File: src/rtl/hls_pkg.sv
// hls_pkg: shared definitions for the hls_test1_param datapath.
//   state_t    - FSM state encoding (WAIT, LOAD, MUL, COMMIT, FINAL)
//   cnt_width  - width of the multiply wait counter for a given latency
package hls_pkg;

    typedef enum logic [2:0] {
        S_WAIT   = 3'd0,
        S_LOAD   = 3'd1,
        S_MUL    = 3'd2,
        S_COMMIT = 3'd3,
        S_FINAL  = 3'd4
    } state_t;

    // One extra bit keeps MUL_LATENCY-1 representable for every latency >= 1.
    function automatic int cnt_width(input int lat);
        return $clog2(lat) + 1;
    endfunction

endpackage

File: src/rtl/hls_mul_pipe.sv
// hls_mul_pipe: MUL_LATENCY-stage registered multiplier.
//   Clk, Rst  - clock, synchronous active-high reset (clears every stage)
//   in_vld    - launch strobe; a*b is captured into stage 0 on this edge
//   a, b      - DATAWIDTH operands, signed when SIGNED != 0
//   p         - full 2*DATAWIDTH product from the last stage
//   p_vld     - high the cycle p carries the launched product
module hls_mul_pipe #(
    parameter int DATAWIDTH   = 16,
    parameter int SIGNED      = 0,
    parameter int MUL_LATENCY = 2
) (
    input  logic                   Clk,
    input  logic                   Rst,
    input  logic                   in_vld,
    input  logic [DATAWIDTH-1:0]   a,
    input  logic [DATAWIDTH-1:0]   b,
    output logic [2*DATAWIDTH-1:0] p,
    output logic                   p_vld
);
    localparam int PW = 2 * DATAWIDTH;

    logic [PW-1:0]                    prod_c;
    logic [MUL_LATENCY-1:0]           vld_pipe;
    logic [MUL_LATENCY-1:0][PW-1:0]   stg;

    // Operands are widened to the product width first so the signed case
    // sign-extends and the multiply is done at full precision.
    generate
        if (SIGNED != 0) begin : g_signed
            assign prod_c = PW'($signed(a)) * PW'($signed(b));
        end else begin : g_unsigned
            assign prod_c = PW'(a) * PW'(b);
        end
    endgenerate

    // Each stage only advances on a valid token, so the result parks in
    // the last stage until the next launch.
    always_ff @(posedge Clk) begin
        if (Rst) begin
            vld_pipe <= '0;
            stg      <= '0;
        end else begin
            vld_pipe[0] <= in_vld;
            if (in_vld)
                stg[0] <= prod_c;
            for (int i = 1; i < MUL_LATENCY; i++) begin
                vld_pipe[i] <= vld_pipe[i-1];
                if (vld_pipe[i-1])
                    stg[i] <= stg[i-1];
            end
        end
    end

    assign p     = stg[MUL_LATENCY-1];
    assign p_vld = vld_pipe[MUL_LATENCY-1];

endmodule

File: src/rtl/hls_test1_param.sv
// hls_test1_param: FSM-scheduled datapath
//   z = low Z_WIDTH bits of max(a+b, a+c)   (tie selects a+c)
//   x = a*c - (a+b) mod 2^DATAWIDTH
//   Clk, Rst  - clock, synchronous active-high reset
//   Start     - request, sampled only in WAIT; a, b, c captured on that edge
//   Busy      - high in every state except WAIT
//   Done      - one-cycle pulse while z/x carry the new result
//   z, x      - result registers, held until the next COMMIT
module hls_test1_param
    import hls_pkg::*;
#(
    parameter int DATAWIDTH   = 16,
    parameter int Z_WIDTH     = 8,
    parameter int SIGNED      = 0,
    parameter int MUL_LATENCY = 2
) (
    input  logic                 Clk,
    input  logic                 Rst,
    input  logic                 Start,
    input  logic [DATAWIDTH-1:0] a,
    input  logic [DATAWIDTH-1:0] b,
    input  logic [DATAWIDTH-1:0] c,
    output logic                 Busy,
    output logic                 Done,
    output logic [Z_WIDTH-1:0]   z,
    output logic [DATAWIDTH-1:0] x
);
    localparam int CNT_W = cnt_width(MUL_LATENCY);
    localparam int PW    = 2 * DATAWIDTH;

    state_t               state;
    logic [DATAWIDTH-1:0] a_r, b_r, c_r;
    logic [DATAWIDTH-1:0] ab_r, ac_r;
    logic [PW-1:0]        prod_r;
    logic [CNT_W-1:0]     cnt;

    logic                 mul_go;
    logic [PW-1:0]        mul_p;
    logic                 mul_vld;
    logic                 ab_gt;

    // The multiply is launched from the captured operands during LOAD;
    // they stay put for the whole operation, so the pipe sees stable inputs.
    assign mul_go = (state == S_LOAD);

    hls_mul_pipe #(
        .DATAWIDTH   (DATAWIDTH),
        .SIGNED      (SIGNED),
        .MUL_LATENCY (MUL_LATENCY)
    ) u_mul (
        .Clk    (Clk),
        .Rst    (Rst),
        .in_vld (mul_go),
        .a      (a_r),
        .b      (c_r),
        .p      (mul_p),
        .p_vld  (mul_vld)
    );

    generate
        if (SIGNED != 0) begin : g_cmp_s
            assign ab_gt = $signed(ab_r) > $signed(ac_r);
        end else begin : g_cmp_u
            assign ab_gt = ab_r > ac_r;
        end
    endgenerate

    // Product lands at the last MUL edge at the latest, ahead of COMMIT.
    always_ff @(posedge Clk) begin
        if (Rst)
            prod_r <= '0;
        else if (mul_vld)
            prod_r <= mul_p;
    end

    always_ff @(posedge Clk) begin
        if (Rst) begin
            state <= S_WAIT;
            a_r   <= '0;
            b_r   <= '0;
            c_r   <= '0;
            ab_r  <= '0;
            ac_r  <= '0;
            cnt   <= '0;
            Busy  <= 1'b0;
            Done  <= 1'b0;
            z     <= '0;
            x     <= '0;
        end else begin
            unique case (state)
                S_WAIT: begin
                    if (Start) begin
                        a_r   <= a;
                        b_r   <= b;
                        c_r   <= c;
                        Busy  <= 1'b1;
                        state <= S_LOAD;
                    end
                end
                S_LOAD: begin
                    ab_r  <= a_r + b_r;
                    ac_r  <= a_r + c_r;
                    cnt   <= CNT_W'(MUL_LATENCY - 1);
                    state <= S_MUL;
                end
                S_MUL: begin
                    // MUL_LATENCY cycles: counter walks from MUL_LATENCY-1 to 0.
                    if (cnt == '0)
                        state <= S_COMMIT;
                    else
                        cnt <= cnt - 1'b1;
                end
                S_COMMIT: begin
                    z     <= Z_WIDTH'(ab_gt ? ab_r : ac_r);
                    x     <= DATAWIDTH'(prod_r - PW'(ab_r));
                    Done  <= 1'b1;
                    state <= S_FINAL;
                end
                S_FINAL: begin
                    Done  <= 1'b0;
                    Busy  <= 1'b0;
                    state <= S_WAIT;
                end
                default: begin
                    Done  <= 1'b0;
                    Busy  <= 1'b0;
                    state <= S_WAIT;
                end
            endcase
        end
    end

endmodule

File: config.mk
export PLATFORM = sky130hd
export DESIGN_NAME = hls_test1_param
export DESIGN_NICKNAME = d
export VERILOG_FILES = /design/src/rtl/hls_pkg.sv /design/src/rtl/hls_mul_pipe.sv /design/src/rtl/hls_test1_param.sv
export SDC_FILE = /design/constraint.sdc
export NUM_CORES = 1
export LEC_CHECK = 0
export ABC_CLOCK_PERIOD_IN_PS = 5400
export CORE_MARGIN = 4
export CORE_UTILIZATION = 55
export DETAILED_ROUTE_END_ITERATION = 8
export PLACE_DENSITY = 0.77
export SLEW_MARGIN = 20
export SYNTH_ARGS = -nofsm -noshare
export SYNTH_HDL_FRONTEND = slang
export SYNTH_SLANG_ARGS = --single-unit
File: constraint.sdc
create_clock -name Clk -period 5.4 [get_ports Clk]
set_clock_uncertainty 0.15 [all_clocks]
set_input_delay 1.62 -clock Clk [delete_from_list [all_inputs] [get_ports Clk]]
set_output_delay 1.62 -clock Clk [all_outputs]
set_load 0.02 [all_outputs]
==> flow_metrics.tcl, run 1 <==
# collected from the flow reports
set metrics [dict create \
    outcome "completed" \
    hold_depth 2 \
    critPathTopFamily "adder cells" \
    die_h_um 155.5 \
    clk-power_mw 1.17 \
    hp-class "reg2reg" \
    ir_worst_vdd_uv 182.6 \
    synth.logic.top_family "adder cells" \
    ys_sh_adder_pct 25.53 \
    highest_layer "met4" \
    p_comb_mw 1.11 \
    hp-start "x[9]$_SDFFE_PP0P_" \
    synth-edff-count 0 \
    worst_path_largest_cell_delay_ps 580 \
    dpl_cell_area_um2 13240 \
    cp_max_fo 7 \
    antenna_left 0 \
    top_area_share_pct 26.93 \
    period_needed_ps 5190 \
    clk_path_buf_depth 2 \
    grt_pass1_wl_mm 49.67 \
    slowest_stage "fa_1" \
    hold_violations 0 \
    cp.depth 18 \
    met1_usage_pct 33.63 \
    crit_path_end "u_mul.stg[15]$_SDFFE_PP0P_" \
    arrival_ps 5400 \
    drtIter0Drc 650 \
    cap_violations 0 \
    die-width_um 155.5 \
    comb_area_share_pct 57.14 \
    comb_cells 1035 \
    r2r_end "u_mul.stg[15]$_SDFFE_PP0P_" \
    r2r_slack_ps 210 \
    drc 0 \
    synthAoiAreaFrac_pct 13.43 \
    area_delta_synth_final_pct 16.12 \
    synth_top_cell_by_area "dfxtp_1" \
    ys_area_um2 11970 \
    fp-row-count 53 \
    power_mw 3.663 \
    hold_buffers 0 \
    synthesis.nets 1670 \
    warnings 29 \
    gp_routability_congestion 0.9972 \
    reg2reg_depth 18 \
    clockRootBuffer "clkbuf_16" \
    power_leakage_nw 5.965 \
    yosysUniqueCellTypes 69 \
    flop_area_um2 3247 \
    num_antenna_cells 0 \
    wl_met1_mm 13.32 \
    drt_first_pass_iters 7 \
    setup_viol 0 \
    relSlewSlack_pct 29.83 \
    most_common_cell "nand2_1" \
    cts_setup_buffers 0 \
    final_common_cell "nand2_1" \
    power.density_nw_per_um2 263.6 \
    p_comb_share_pct 30.3 \
    power.switching_mw 1.266 \
    grt_overflow_total 0 \
    largestClassByArea "logic gates" \
    final_cell_mix "246 x nand2_1, 158 x inv_1, 148 x dfxtp_1" \
    grt_max_degree 106 \
    cts-resized-gates 1 \
    reg2reg_from "c_r[1]$_SDFFE_PP0P_" \
    nNonClkInverters 160 \
    buffer_area_share_pct 8.679 \
    clock_power_share_pct 32.0 \
    pre_cts_ws_ps -14.12 \
    wl_met3_mm 1.443 \
    dp_cells 1762 \
    slew_violations 0 \
    viasPerCell 5.535 \
    seqPwrFrac_pct 37.7 \
    met2WireLength_mm 15.05 \
    final_net_count 1754 \
    yosys-top-cells-area "dfxtp_1 27%, fa_1 14%, ha_1 12%" \
    fin_area_um2 13900 \
    avgRoutedWirePerCell_um 17.15 \
    crit_chain "and2_1 > fa_1 > inv_1 > fa_1 > inv_1 > fa_1 > fa_1 > inv_1 > fa_1 > fa_2 > xor2_1 > xnor2_1 > xnor2_1 > xnor2_1 > xnor3_2 > xnor2_1 > nand2_1 > a21oi_1" \
    dp.final_hpwl_mm 23.76 \
    synth_stat.cells 1424 \
    cts_max_level 4 \
    setup_ws_ps 210.5 \
    p_int_mw 2.397 \
    drt_wl_total_mm 30.80 \
    die_area_um2 24180 \
    initCoreUtil_pct 56.40 \
    seq_cell_power_mw 1.38 \
    cp-end-kind "flop" \
    setup.worst_path.start_class "flop" \
    synth.top_cells.by_count "246 x nand2_1, 161 x dfxtp_1, 158 x inv_1" \
]
run_1/clocks.png
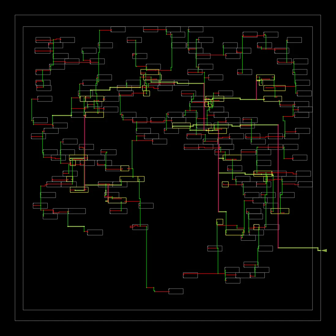
registers: 161
Insertion Delay late pin: 440 ps
Num CTS Buffers: 17
CTS Sinks: 161

run_1/io_fan.png
Drawn at 2 px/µm.
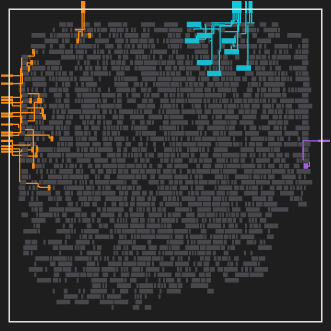
color	port	direction	edge	end cells	buffers	wire
orange	a	input	14 left, 2 top	16	16	317 µm
purple	Start	input	right	1	1	22.2 µm
cyan	z	output	top	8	8	240 µm

run_1/layer_met2.png
Drawn at 2 px/µm. Cells faint in the background.
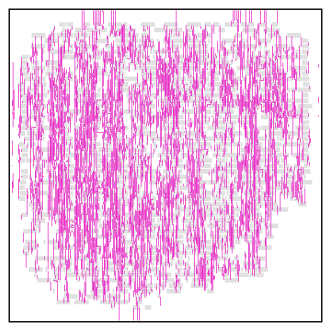
main direction	vertical
share of all routed wire	49%
longest straight run	51.0 µm
wire length on this layer	15000 µm
nets with wire on the layer	1454
vias: 9940
M2 GR Usage: 43.71%

run_1/wires.png
Drawn at 4 px/µm. Two of the layers only.
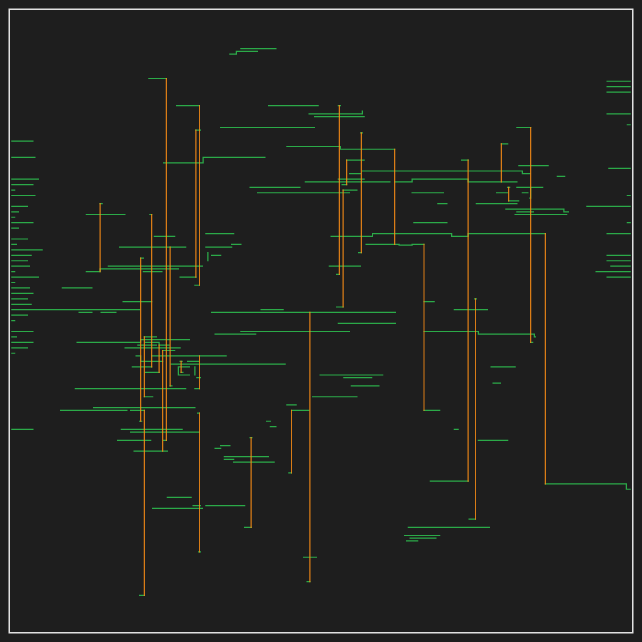

==> run 2, diff against run 1 <==
--- a/config.mk
+++ b/config.mk
@@ -5,11 +5,12 @@
 export SDC_FILE = /design/constraint.sdc
 export NUM_CORES = 1
 export LEC_CHECK = 0
-export ABC_CLOCK_PERIOD_IN_PS = 5400
+export ABC_CLOCK_PERIOD_IN_PS = 6410
 export CORE_MARGIN = 4
 export CORE_UTILIZATION = 55
 export DETAILED_ROUTE_END_ITERATION = 8
-export PLACE_DENSITY = 0.77
+export PLACE_DENSITY = 0.74
+export SKIP_CTS_REPAIR_TIMING = 1
 export SLEW_MARGIN = 20
 export SYNTH_ARGS = -nofsm -noshare
 export SYNTH_HDL_FRONTEND = slang
==> constraint.sdc (replaced) <==
create_clock -name Clk -period 6.41 [get_ports Clk]
set_clock_uncertainty 0.15 [all_clocks]
set_input_delay 1.923 -clock Clk [delete_from_list [all_inputs] [get_ports Clk]]
set_output_delay 1.923 -clock Clk [all_outputs]
set_load 0.02 [all_outputs]
run_2/wires.png
Drawn at 4 px/µm. Two of the layers only.
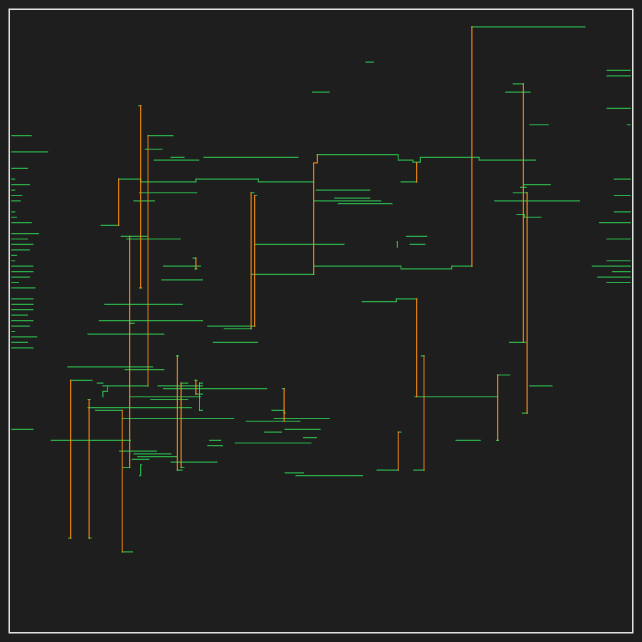
color	layer	wire length
green	metal 3	1170 µm
orange	metal 4	718 µm

==> flow_metrics.tcl, run 2 <==
# collected from the flow reports
set metrics [dict create \
    hold_depth 2 \
    use_met2_pct 42.68 \
    reg2reg_depth 18 \
    antenna_left 0 \
    arrival_ps 5950 \
    grt_pass1_wl_mm 48.11 \
    clk_path_buf_depth 2 \
    seqPwrFrac_pct 38.8 \
    slew_violations 0 \
    r2r_end "u_mul.stg[15]$_SDFFE_PP0P_" \
    clock.latency.late_pin_ps 430 \
    met2WireLength_mm 14.33 \
    fin_area_um2 13490 \
    setup_ws_ps 656.4 \
    hold_violations 0 \
    final_net_count 1708 \
    clk-power_mw 1.03 \
    synth_seq_share_pct 26.93 \
    seq_cell_power_mw 1.19 \
    die_area_um2 24180 \
    p_comb_share_pct 27.7 \
    fp-row-count 53 \
    drtIter0Drc 660 \
    final_common_cell "nand2_1" \
    synth_area_um2 11970 \
    grt_max_degree 71 \
    critPathTopFamily "adder cells" \
    num_antenna_cells 0 \
    ff_count 161 \
    met1_usage_pct 32.30 \
    synth_stat.cells 1424 \
    relSlewSlack_pct 31.47 \
    grt_overflow_total 0 \
    clock_area_share_pct 4.432 \
    largestClassByArea "logic gates" \
    pre_cts_ws_ps 683.2 \
    flop_area_um2 3223 \
    drc 0 \
    power.switching_mw 1.028 \
    cp.depth 18 \
    clock_sinks 161 \
    cap_violations 0 \
    drt_wl_total_mm 29.10 \
    die_h_um 155.5 \
    initCoreUtil_pct 56.40 \
    ys_area_um2 11970 \
    hp-class "reg2reg" \
    route.vias.total 9636 \
    drt_first_pass_iters 7 \
    reg2reg_from "c_r[1]$_SDFFE_PP0P_" \
    power_mw 3.064 \
    cp_max_fo 17 \
    p_comb_mw 0.848 \
    ir_worst_vdd_uv 189.1 \
    power.density_nw_per_um2 227.0 \
    synth_top_cell_by_area "dfxtp_1" \
    crit_path_end "u_mul.stg[15]$_SDFFE_PP0P_" \
    gp_routability_congestion 0.9069 \
    buffer_area_share_pct 6.231 \
    setup_viol 0 \
    r2r_slack_ps 660 \
    viasPerCell 5.506 \
    avgRoutedWirePerCell_um 16.63 \
    die-width_um 155.5 \
    dp.final_hpwl_mm 22.28 \
    power_leakage_nw 5.713 \
    wl_met3_mm 1.165 \
    synthesis.nets 1670 \
    cts_max_level 4 \
    synth-edff-count 0 \
    cp-end-kind "flop" \
    yosys-top-cells-area "dfxtp_1 27%, fa_1 14%, ha_1 12%" \
    area_delta_synth_final_pct 12.75 \
    outcome "completed" \
    power_leader "registers" \
    wl_met1_mm 12.88 \
    most_common_cell "nand2_1" \
    synth.top_cells.by_count "246 x nand2_1, 161 x dfxtp_1, 158 x inv_1" \
    top_area_share_pct 26.93 \
    comb_cells 1035 \
    final_cell_mix "246 x nand2_1, 161 x dfxtp_1, 158 x inv_1" \
    clock_power_share_pct 33.5 \
    synthAoiAreaFrac_pct 13.43 \
    setup.worst_path.start_class "flop" \
]
